final_congestion.png
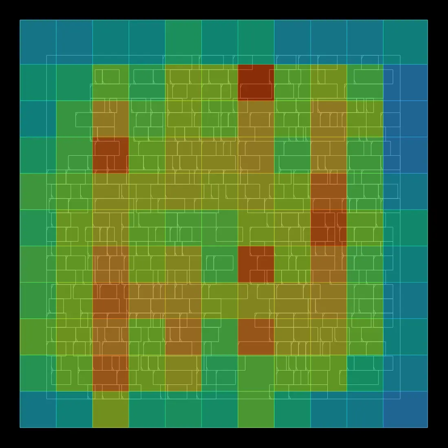
registers.png
Bar = 20 microns. Other sequential cells in the stronger grey, the rest of the logic in the fainter grey.
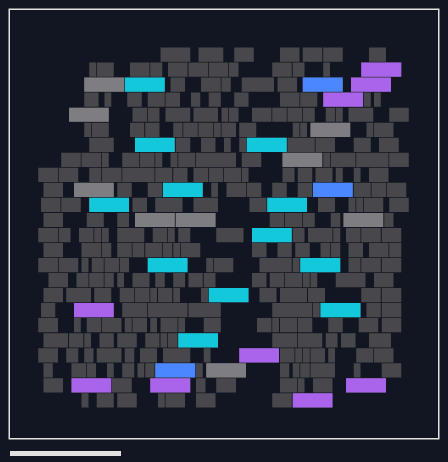
met1.png
Bar = 20 microns. Supply wires on this layer in grey.
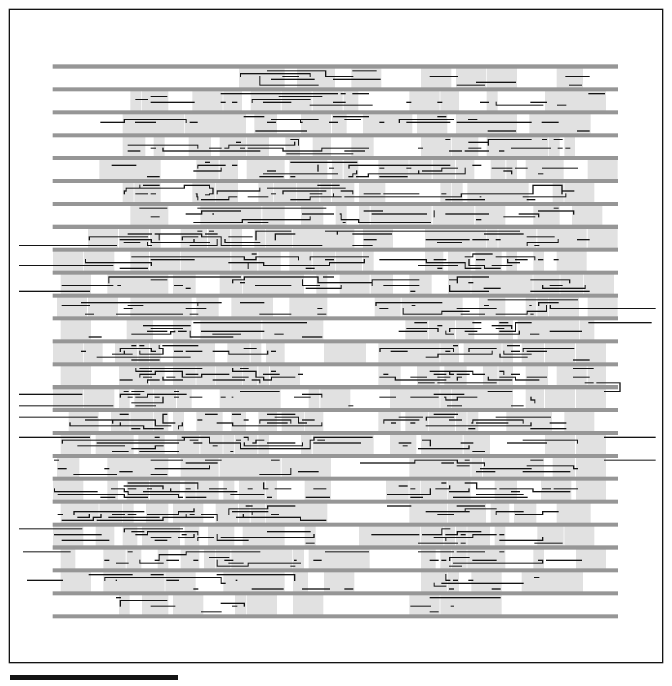
File: config.mk
export PLATFORM = sky130hd
export DESIGN_NAME = xbar_ptr_gen_param
export DESIGN_NICKNAME = d
export VERILOG_FILES = /design/src/rtl/xbar_ptr_gen_param_pkg.sv /design/src/rtl/xbar_ch_ptr_ctrl.sv /design/src/rtl/xbar_ptr_gen_param.sv
export SDC_FILE = /design/constraint.sdc
export NUM_CORES = 1
export LEC_CHECK = 0
export CORE_MARGIN = 5
export CORE_UTILIZATION = 47
export DETAILED_ROUTE_END_ITERATION = 12
export GPL_TIMING_DRIVEN = 1
export MAX_ROUTING_LAYER = met4
export PLACE_DENSITY = 0.81
export SLEW_MARGIN = 20
export SYNTH_ARGS = -nofsm -noshare
export SYNTH_HDL_FRONTEND = slang
export SYNTH_SLANG_ARGS = --single-unit
File: constraint.sdc
create_clock -name clk -period 3.2 [get_ports clk]
set_input_delay 0.96 -clock clk [delete_from_list [all_inputs] [get_ports clk]]
set_output_delay 0.96 -clock clk [all_outputs]
set_load 0.02 [all_outputs]
File: src/rtl/xbar_ptr_gen_param_pkg.sv
// Shared crossbar type/parameter package used by the reorder-storage pointer generator.
// Default geometry lives here so the top level and any user agree on sizing.
package mpc_types;

    localparam int XBAR_NUM_CH    = 3;
    localparam int XBAR_NUM_BANK  = 4;
    localparam int XBAR_DEPTH     = 8;
    localparam int XBAR_AFULL_TH  = 6;

    typedef logic [$clog2(XBAR_DEPTH)-1:0] xbar_ptr_t;
    typedef logic [$clog2(XBAR_DEPTH):0]   xbar_cnt_t;

endpackage

File: src/rtl/xbar_ch_ptr_ctrl.sv
// Single-channel slot ring controller: write/read pointers, occupancy and status.
// A slot retires only when every bank reports it popped; flush wipes the channel.
module xbar_ch_ptr_ctrl
    import mpc_types::*;
#(
    parameter  int NUM_BANK = XBAR_NUM_BANK,
    parameter  int DEPTH    = XBAR_DEPTH,
    parameter  int AFULL_TH = XBAR_AFULL_TH,
    localparam int PTR_W    = $clog2(DEPTH),
    localparam int CNT_W    = PTR_W + 1
) (
    input  logic                clk,
    input  logic                rst_n,
    input  logic                i_reqValid,
    input  logic [NUM_BANK-1:0] i_bankPopDone,
    input  logic                i_flush,
    output logic                o_reqReady,
    output logic                o_popAck,
    output logic [PTR_W-1:0]    o_wPtr,
    output logic [PTR_W-1:0]    o_rPtr,
    output logic [CNT_W-1:0]    o_usedCnt,
    output logic                o_full,
    output logic                o_empty,
    output logic                o_afull,
    output logic                o_underflowErr
);

    localparam logic [CNT_W-1:0] FULL_LVL  = CNT_W'(DEPTH);
    localparam logic [CNT_W-1:0] AFULL_LVL = CNT_W'(AFULL_TH);

    logic [PTR_W-1:0] r_wPtr;
    logic [PTR_W-1:0] r_rPtr;
    logic [CNT_W-1:0] r_cnt;
    logic             r_uflow;

    logic             w_full;
    logic             w_empty;
    logic             w_allPop;
    logic             w_push;
    logic             w_pop;
    logic             w_uflowSet;

    logic             w_wPtrEn;
    logic [PTR_W-1:0] w_wPtrNxt;
    logic             w_rPtrEn;
    logic [PTR_W-1:0] w_rPtrNxt;
    logic             w_cntEn;
    logic [CNT_W-1:0] w_cntNxt;
    logic             w_uflowEn;
    logic             w_uflowNxt;

    assign w_full     = (r_cnt == FULL_LVL);
    assign w_empty    = (r_cnt == '0);
    assign w_allPop   = &i_bankPopDone;

    // Ready looks only at registered state so a pop cannot make room in the same cycle.
    assign o_reqReady = ~w_full & ~i_flush & rst_n;
    assign w_push     = i_reqValid & o_reqReady;
    assign w_pop      = w_allPop & ~w_empty & ~i_flush & rst_n;
    assign w_uflowSet = w_allPop & w_empty & ~i_flush;

    assign w_wPtrEn   = i_flush | w_push;
    assign w_wPtrNxt  = i_flush ? '0 : r_wPtr + PTR_W'(1);
    assign w_rPtrEn   = i_flush | w_pop;
    assign w_rPtrNxt  = i_flush ? '0 : r_rPtr + PTR_W'(1);

    // Push and pop together cancel out, so the counter only moves when exactly one happens.
    assign w_cntEn    = i_flush | (w_push ^ w_pop);
    assign w_cntNxt   = i_flush ? '0 : (w_push ? r_cnt + CNT_W'(1) : r_cnt - CNT_W'(1));
    assign w_uflowEn  = i_flush | w_uflowSet;
    assign w_uflowNxt = ~i_flush;

    always_ff @(posedge clk) begin
        if (!rst_n)        r_wPtr <= '0;
        else if (w_wPtrEn) r_wPtr <= w_wPtrNxt;
    end

    always_ff @(posedge clk) begin
        if (!rst_n)        r_rPtr <= '0;
        else if (w_rPtrEn) r_rPtr <= w_rPtrNxt;
    end

    always_ff @(posedge clk) begin
        if (!rst_n)       r_cnt <= '0;
        else if (w_cntEn) r_cnt <= w_cntNxt;
    end

    always_ff @(posedge clk) begin
        if (!rst_n)         r_uflow <= 1'b0;
        else if (w_uflowEn) r_uflow <= w_uflowNxt;
    end

    assign o_popAck       = w_pop;
    assign o_wPtr         = r_wPtr;
    assign o_rPtr         = r_rPtr;
    assign o_usedCnt      = r_cnt;
    assign o_full         = w_full;
    assign o_empty        = w_empty;
    assign o_afull        = (r_cnt >= AFULL_LVL);
    assign o_underflowErr = r_uflow;

endmodule

File: src/rtl/xbar_ptr_gen_param.sv
// Per-channel write/read pointer generator for the crossbar reorder storage.
// Replicates one independent ring controller per channel and flattens their buses.
module xbar_ptr_gen_param
    import mpc_types::*;
#(
    parameter  int NUM_CH   = XBAR_NUM_CH,
    parameter  int NUM_BANK = XBAR_NUM_BANK,
    parameter  int DEPTH    = XBAR_DEPTH,
    parameter  int AFULL_TH = XBAR_AFULL_TH,
    localparam int PTR_W    = $clog2(DEPTH),
    localparam int CNT_W    = PTR_W + 1
) (
    input  logic                       clk,
    input  logic                       rst_n,
    input  logic [NUM_CH-1:0]          req_valid,
    output logic [NUM_CH-1:0]          req_ready,
    input  logic [NUM_CH*NUM_BANK-1:0] bank_pop_done,
    output logic [NUM_CH-1:0]          pop_ack,
    input  logic [NUM_CH-1:0]          flush,
    output logic [NUM_CH*PTR_W-1:0]    w_ptr,
    output logic [NUM_CH*PTR_W-1:0]    r_ptr,
    output logic [NUM_CH*CNT_W-1:0]    used_cnt,
    output logic [NUM_CH-1:0]          full,
    output logic [NUM_CH-1:0]          empty,
    output logic [NUM_CH-1:0]          afull,
    output logic [NUM_CH-1:0]          underflow_err
);

    for (genvar c = 0; c < NUM_CH; c++) begin : g_ch
        xbar_ch_ptr_ctrl #(
            .NUM_BANK (NUM_BANK),
            .DEPTH    (DEPTH),
            .AFULL_TH (AFULL_TH)
        ) u_ctrl (
            .clk            (clk),
            .rst_n          (rst_n),
            .i_reqValid     (req_valid[c]),
            .i_bankPopDone  (bank_pop_done[c*NUM_BANK +: NUM_BANK]),
            .i_flush        (flush[c]),
            .o_reqReady     (req_ready[c]),
            .o_popAck       (pop_ack[c]),
            .o_wPtr         (w_ptr[c*PTR_W +: PTR_W]),
            .o_rPtr         (r_ptr[c*PTR_W +: PTR_W]),
            .o_usedCnt      (used_cnt[c*CNT_W +: CNT_W]),
            .o_full         (full[c]),
            .o_empty        (empty[c]),
            .o_afull        (afull[c]),
            .o_underflowErr (underflow_err[c])
        );
    end

endmodule

==> flow_summary.json <==
{
  "cp.required_ns": 2.24,
  "edf_count": 0,
  "yosysMostFrequentCell": "dfxtp_1",
  "syn_avg_cell_area_sq_um": 8.83,
  "switching_power_mw": 0.271,
  "worstHoldPathType": "flop to flop",
  "maxCapViolCount": 0,
  "synth_chip_area_sq_um": 2140,
  "postRouteAntennaNets": 0,
  "ys_seq_share_pct": 30.9,
  "synth_flops": 33,
  "synth.top_cell.area_share_pct": 30.9,
  "power_density_nw_per_um2": 317,
  "powerComb_mw": 0.222,
  "fillCellCount": 375,
  "cts_tree": "built",
  "routed.top_layer": "met4",
  "hold_slack_ns": 0.472,
  "synthTopLogicFamily": "simple AND/OR/NAND/NOR gates",
  "synth-xor-area-share_pct": 8.43,
  "drc": 0,
  "finalSetupViolCount": 0,
  "dpl_cell_area_sq_um": 2940,
  "timing.critical_path.to": "req_ready[0]",
  "ys_sh_aoi_pct": 12.5,
  "clk-power_mw": 0.303,
  "ys_sh_mux_pct": 1.41,
  "clockBufferCount": 6,
  "comb_cells": 173,
  "dieArea_sq_um": 6000,
  "grt_pass1_vias": 1846,
  "busiest_layer": "met2",
  "fmax_ghz": 0.323,
  "power.internal_mw": 0.688,
  "setup_tns_ns": 0,
  "top_area_cell": "dfxtp_1",
  "num_rows": 24,
  "dr.pass1.iters": 4,
  "switching_share_pct": 28.2,
  "antenna_found_initial": 0,
  "min_period_ns": 3.10,
  "cp_slowest_cell": "clkdlybuf4s50_1",
  "final_cell_mix": "61 x clkdlybuf4s50_1, 33 x dfxtp_1, 31 x buf_4, 25 x nor2_1, 20 x nand2_1",
  "dieHeight_microns": 77.4,
  "gp_congestion": 0.865,
  "dr_wl_met3_microns": 334,
  "viasPerCell": 5.09,
  "hold_depth": 2,
  "startpoint": "rst_n",
  "largest_reg_flops": 12,
  "clkPwrFrac_pct": 31.6,
  "maxPowerGroup": "sequential cells",
  "final_nets": 358,
  "ys_sh_simple_pct": 27.1,
  "htree_levels": 2,
  "end_kind": "primary output",
  "fp_util_pct": 48.7,
  "cp_max_fo": 7,
  "nonClkBufAreaFrac_pct": 29.1,
  "crit_chain": "clkdlybuf4s50_1 > buf_4 > nand2b_2 > nor2_2 > clkdlybuf4s15_2",
  "floorplan.nets": 277,
  "grt_pass1_wl_mm": 8.36,
  "drtIter0Drc": 51,
  "area_growth_pct": 41.5,
  "r2r_setup_slack_ns": 0.54,
  "status": "completed",
  "vdd_drop_max_uv": 200,
  "clockBufferDepth": 2,
  "ys_cells": 242,
  "wl_met1_mm": 2.17
}
About final_congestion.png:
drt wl/cell: 13.0 microns
utilization after layout: 68.9%
met1 usage: 19.4%

About registers.png:
colour	netlist name	sequential cells
cyan	`g_ch.u_ctrl.o_usedCnt`	12
blue	`g_ch.u_ctrl.o_underflowErr`	3
purple	`g_ch.u_ctrl.o_wPtr`	9
sequential logic power: 0.435 mW
FF+latch area: 661 sq um
Seq/total area: 21.9%

About met1.png:
nets with wire on the layer	309
wire length on this layer	2170 microns
longest straight run	23.0 microns
vias: 1912
Total Wirelength: 4.89 mm

Power is estimated from default activity; no workload was simulated.
